`config.mk`:
```
export PLATFORM = sky130hd
export DESIGN_NAME = num_display_driver
export DESIGN_NICKNAME = d
export VERILOG_FILES = /design/src/rtl/num_display_driver.sv
export SDC_FILE = /design/constraint.sdc
export NUM_CORES = 1
export LEC_CHECK = 0
export ABC_AREA = 1
export CORE_ASPECT_RATIO = 0.9
export CORE_UTILIZATION = 58
export DETAILED_ROUTE_END_ITERATION = 16
export DONT_BUFFER_PORTS = 1
export PLACE_DENSITY_LB_ADDON = 0.3
export SYNTH_ARGS = -nofsm -noshare
export SYNTH_HDL_FRONTEND = slang
export SYNTH_SLANG_ARGS = --single-unit
```
`constraint.sdc`:
```
create_clock -name clk -period 2.75 [get_ports clk]
set_input_delay 0.6875 -clock clk [delete_from_list [all_inputs] [get_ports clk]]
set_output_delay 0.6875 -clock clk [all_outputs]
set_load 0.02 [all_outputs]
```
`src/rtl/num_display_driver.sv`:
```
// num_display_driver: registered multi-digit active-low 7-segment driver.
// Accepts one word per valid/ready handshake and shows it in hex or decimal.
// Decimal uses a serial double-dabble converter, one bit per clock.
// Optional feature: define NUM_DISPLAY_LZB_EN for leading-zero blanking.
module num_display_driver #(
  parameter int unsigned DATA_W     = 16,
  parameter int unsigned NUM_DIGITS = 4
) (
  input  logic                    clk,
  input  logic                    reset,
  input  logic                    in_valid,
  output logic                    in_ready,
  input  logic [DATA_W-1:0]       in_data,
  input  logic                    in_dec,
  output logic [7*NUM_DIGITS-1:0] hex_out,
  output logic                    busy,
  output logic                    ovf
);

  // BCD register holds every decimal digit of 2^DATA_W-1 (log10(2) < 1/3),
  // and at least NUM_DIGITS digits so the display slice always exists.
  localparam int unsigned BCD_MIN = DATA_W / 3 + 1;
  localparam int unsigned BCD_D   = (BCD_MIN > NUM_DIGITS) ? BCD_MIN : NUM_DIGITS;
  localparam int unsigned BCD_W   = 4 * BCD_D;
  localparam int unsigned PAD_W   = (DATA_W > 4 * NUM_DIGITS) ? DATA_W : 4 * NUM_DIGITS;
  localparam int unsigned CNT_W   = $clog2(DATA_W);

`ifdef NUM_DISPLAY_LZB_EN
  localparam bit LZB = 1'b1;
`else
  localparam bit LZB = 1'b0;
`endif

  localparam logic [6:0] SEG_BLANK = 7'b1111111;
  localparam logic [6:0] SEG_DASH  = 7'b0111111;

  typedef enum logic [1:0] {
    IDLE,
    CONVERT,
    UPDATE
  } state_t;

  state_t              state;
  logic [DATA_W-1:0]   sh;
  logic [BCD_W-1:0]    bcd;
  logic [BCD_W-1:0]    bcd_adj;
  logic                dec_q;
  logic [CNT_W-1:0]    cnt;

  logic [PAD_W-1:0]        pad;
  logic [4*NUM_DIGITS-1:0] nib;
  logic                    nxt_ovf;
  logic [7*NUM_DIGITS-1:0] nxt_hex;

  function automatic logic [6:0] seg7(input logic [3:0] n);
    logic [6:0] s;
    case (n)
      4'h0: s = 7'b1000000;
      4'h1: s = 7'b1111001;
      4'h2: s = 7'b0100100;
      4'h3: s = 7'b0110000;
      4'h4: s = 7'b0011001;
      4'h5: s = 7'b0010010;
      4'h6: s = 7'b0000010;
      4'h7: s = 7'b1111000;
      4'h8: s = 7'b0000000;
      4'h9: s = 7'b0010000;
      4'hA: s = 7'b0001000;
      4'hB: s = 7'b0000011;
      4'hC: s = 7'b1000110;
      4'hD: s = 7'b0100001;
      4'hE: s = 7'b0000110;
      default: s = 7'b0001110;
    endcase
    return s;
  endfunction

  assign in_ready = (state == IDLE);

  // Double-dabble add-3 correction applied to every BCD digit before the shift
  always_comb begin
    bcd_adj = bcd;
    for (int unsigned i = 0; i < BCD_D; i++) begin
      if (bcd[4*i +: 4] >= 4'd5) begin
        bcd_adj[4*i +: 4] = bcd[4*i +: 4] + 4'd3;
      end
    end
  end

  // Select displayed nibbles and detect overflow for the latched word
  always_comb begin
    pad     = PAD_W'(sh);
    nib     = '0;
    nxt_ovf = 1'b0;
    if (dec_q) begin
      nib = bcd[4*NUM_DIGITS-1:0];
      for (int unsigned i = NUM_DIGITS; i < BCD_D; i++) begin
        if (bcd[4*i +: 4] != 4'd0) begin
          nxt_ovf = 1'b1;
        end
      end
    end else begin
      nib = pad[4*NUM_DIGITS-1:0];
      for (int unsigned i = 4 * NUM_DIGITS; i < PAD_W; i++) begin
        if (pad[i]) begin
          nxt_ovf = 1'b1;
        end
      end
    end
  end

  // Segment rendering, scanning from the top digit so blanking stops at the first nonzero
  always_comb begin : render
    int unsigned d;
    logic        seen;
    nxt_hex = '1;
    seen    = 1'b0;
    d       = 0;
    for (int unsigned j = 0; j < NUM_DIGITS; j++) begin
      d = NUM_DIGITS - 1 - j;
      if (nib[4*d +: 4] != 4'd0 || d == 0) begin
        seen = 1'b1;
      end
      if (nxt_ovf) begin
        nxt_hex[7*d +: 7] = SEG_DASH;
      end else if (LZB && !seen) begin
        nxt_hex[7*d +: 7] = SEG_BLANK;
      end else begin
        nxt_hex[7*d +: 7] = seg7(nib[4*d +: 4]);
      end
    end
  end

  // Control FSM: accept, optional serial conversion, then a single display update
  always_ff @(posedge clk or posedge reset) begin
    if (reset) begin
      state   <= IDLE;
      sh      <= '0;
      bcd     <= '0;
      dec_q   <= 1'b0;
      cnt     <= '0;
      hex_out <= '1;
      busy    <= 1'b0;
      ovf     <= 1'b0;
    end else begin
      case (state)
        IDLE: begin
          if (in_valid) begin
            sh    <= in_data;
            bcd   <= '0;
            dec_q <= in_dec;
            cnt   <= '0;
            busy  <= 1'b1;
            state <= in_dec ? CONVERT : UPDATE;
          end
        end
        CONVERT: begin
          sh  <= {sh[DATA_W-2:0], 1'b0};
          bcd <= {bcd_adj[BCD_W-2:0], sh[DATA_W-1]};
          cnt <= cnt + 1'b1;
          if (cnt == CNT_W'(DATA_W - 1)) begin
            state <= UPDATE;
          end
        end
        UPDATE: begin
          hex_out <= nxt_hex;
          ovf     <= nxt_ovf;
          busy    <= 1'b0;
          state   <= IDLE;
        end
        default: state <= IDLE;
      endcase
    end
  end

endmodule

```
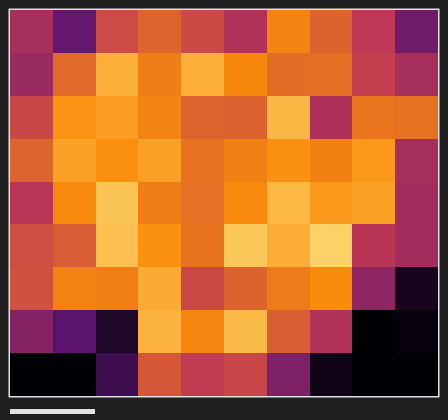
Figure 1: placement density heat map.
Bar = 20 um. The die is cut into 10 by 9 equal tiles; black is low, pale yellow is high, 0 to 100% covered.
fullest tile	90%
tiles over 75% full	24%
nearly empty tiles	5.6%
emptiest ninth of the die	bottom right
mean over tiles	57%

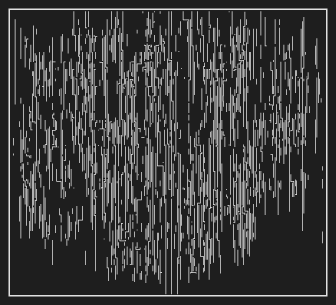
Figure 2: metal 2.
nets with wire on the layer	565
wire length on this layer	5720 um

==> results.json <==
{
  "tool_warnings": 57,
  "cts_root_buffer": "sky130_fd_sc_hd__clkbuf_8",
  "syn-instance-count": 694,
  "globalplace.congestion": 0.925,
  "floorplan.initialDensity": 0.599,
  "crit_cells": 9,
  "drc": 0,
  "yosysSeqAreaShare": 0.382,
  "cts_h_tree_depth": 3,
  "clock.fmax_ghz": 0.426,
  "post_route_setup_slack_ns": 0.405,
  "sh_seq_area": 0.360,
  "power.net_switching_w": 0.00401,
  "netlist.area_leader.share": 0.239,
  "vdd_drop_max_v": 0.000897,
  "grt_setup_unrepaired": "false",
  "ys_sh_aoi": 0.0949,
  "synth.most_common_cell": "sky130_fd_sc_hd__nand2_1",
  "leading_cell_type_in_the_layout_fill_and_taps_excluded": "sky130_fd_sc_hd__nand2_1",
  "cellLeakagePower_nw": 2.73,
  "synth-async-reset-ratio": 1.00,
  "grt_first_pass_wirelength_mm": 19.7,
  "pg_seq_w": 0.00249,
  "clock_tree_area_fraction": 0.0388,
  "yosys_warnings": 0,
  "grt_antenna_before_repair": 0,
  "ys_area_um2": 5130,
  "met1_usage": 0.327,
  "io-pin-count": 51,
  "power_switching_share": 0.514,
  "final.clkbuf_count": 13,
  "hold_viol_final": 0,
  "final_max_slew_violation_count": 0,
  "largest_register": "hex_out",
  "postSynth.topFlopCell": "sky130_fd_sc_hd__dfrtp_1",
  "synthDistinctLibCells": 28,
  "layout.cells.most_common_list": "173 x sky130_fd_sc_hd__nand2_1, 116 x sky130_fd_sc_hd__nor2_1, 69 x sky130_fd_sc_hd__inv_1",
  "dr_total_vias": 4474,
  "maxPowerGroup": "combinational cells",
  "detailed_place.area_um2": 5240,
  "run_status": "complete, no violations",
  "cp-endpoint": "hex_out[24]",
  "netlist.top_cell.by_area": "sky130_fd_sc_hd__dfrtp_1",
  "path_clk_slew_ns": 0.09,
  "path_max_fanout": 20,
  "row_count": 32,
  "core_um2": 8570,
  "grt_pass1_vias": 4500,
  "synth-edff-count": 0,
  "clk_latency_ns": 0.36,
  "met3_usage": 0.0493,
  "dp_hpwl_mm": 8.38,
  "finalPower_w": 0.00780,
  "cts_num_sinks": 77,
  "cp_cell_sequence": "o21ai_0, inv_1, ha_1, inv_1, nand3_1, nand3_1, nand2_1, nor2_1, nor2_1",
  "crit_path_start": "dec_q",
  "xor_share": 0.00683,
  "cap_viol_max_count": 0,
  "n_antenna_cell": 0,
  "r2r_start": "dec_q",
  "clock_tree.buffer_depth": 2,
  "post_synth_main_area_contributors": "sky130_fd_sc_hd__dfrtp_1 24%, sky130_fd_sc_hd__dfstp_2 14%, sky130_fd_sc_hd__nand2_1 13%",
  "sh_comb_area": 0.503,
  "worstPathBufferInverterCount": 2,
  "timing.slew.headroom": 0.507,
  "mappedNetlistArea_um2": 5130,
  "floorplan.nets": 756,
  "routed_via_density": 5.47,
  "worst_slew_pin_slew_ns": 0.739,
  "postRouteAntennaNets": 0,
  "area_share_nonclk_buffers": 0.0170,
  "timing.critical_path.arrival_ns": 2.64,
  "count_of_endpoints_failing_setup_in_the_final_report": 0,
  "grtUsageMet2": 0.473,
  "worst_clock_skew_ns": 0.0133,
  "multi_input_comb_cells": 521,
  "critical_path_rt_ns": 3.04,
  "min_period_over_period": 0.853,
  "ff_to_ff_setup_slack_ns": 0.41,
  "layout.cells.largest_class": "combinational gates",
  "ys_cells": 694,
  "final.fill_count": 744,
  "number_of_well_tap_cells_placed": 119,
  "top_signal_layer_used": "met4",
  "fraction_of_power_consumed_by_combinational_cells": 0.562,
  "n_all_buffers": 9,
  "area_delta_synth_final_pct": 6.22,
  "floorplan.die.height_um": 91.2,
  "synth.cells.most_frequent": "173 x sky130_fd_sc_hd__nand2_1, 117 x sky130_fd_sc_hd__nor2_1, 70 x sky130_fd_sc_hd__inv_1",
  "intPower_w": 0.00379,
  "cts_made_buffers": 9,
  "ys.flops": 77,
  "worstHoldPathType": "primary input to async pin",
  "dieWidth_um": 101,
  "setup.worst_path.start_class": "register",
  "post-cts-setup-buffers": 0,
  "critical-path-top-delay-family": "AND-OR/OR-AND gates",
  "mi_logic_area_um2": 2740,
  "power.sequential.fraction": 0.319,
  "detailedRoute.firstPassIterationCount": 5,
  "synth_simple_gate_area_share": 0.330,
  "detailroute.wirelength.met2_mm": 5.72,
  "finish.instance_area_um2": 5450,
  "grt_max_degree": 37,
  "ctsResizeCount": 0,
  "portBuffers": 0,
  "period_minus_slack_ns": 2.34,
  "inverters_excl_clock": 76,
  "clock_net_power_w": 0.000923,
  "worst_hold_slack_ns": 0.168,
  "pre_cts_setup_slack_ns": 0.460,
  "dominant_kind_of_combinational_cell": "simple AND/OR/NAND/NOR gates",
  "pwrdens_nw_per_um2": 1430,
  "worst_r2r_endpoint": "hex_out[24]",
  "type_of_the_setup_path_with_the_least_slack": "register to register",
  "seqCellArea_um2": 1960,
  "finalSetupTns_ns": 0,
  "worst_r2r_path_depth": 9,
  "met3_layer_wire_length_in_the_routed_design_um": 619,
  "synth.mux.area_fraction": 0,
  "postSynthAreaPerCell_um2": 7.39,
  "dp_cells": 802,
  "initialDrtViolationCount": 196,
  "clock_tree_from_tritoncts": "built",
  "slowest_stage_cell_cp": "sky130_fd_sc_hd__o21ai_0",
  "drt_wl_total_mm": 11.6,
  "number_of_hold_buffers_added_after_cts": 0,
  "chip_area_um2": 9230,
  "final_layout_size_suffix_gt1_frac": 0.119,
  "routed_length_on_met1_mm": 4.93,
  "flops": 77,
  "largest_reg_flops": 28,
  "final_nets": 756,
  "power_combinational_w": 0.00439,
  "globalRoute.totalOverflow": 0,
  "end_kind": "register"
}
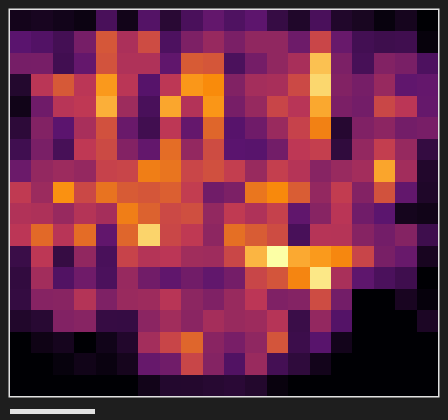
Figure 3: wire density map.
Bar = 20 um. The die is cut into 20 by 18 equal tiles; black is low, pale yellow is high, scaled to the fullest tile. Values are wire area over tile area, all layers added.
nearly empty tiles	9.7%
mean over tiles	0.20
tiles over half the peak	23%
densest ninth of the die	middle
fullest tile	0.59
emptiest ninth of the die	bottom right

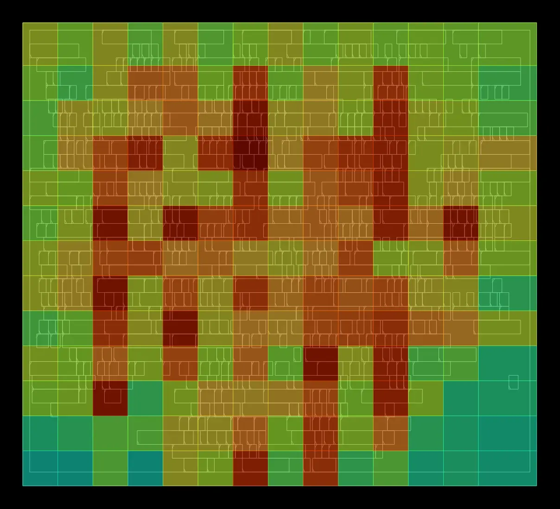
Figure 4: routing congestion map.
most crowded layer after global routing: met2
overall fraction of global-route tracks in use: 0.274
average detailed-routed wire length per instance: 14.2 um
post-route core utilization: 0.636

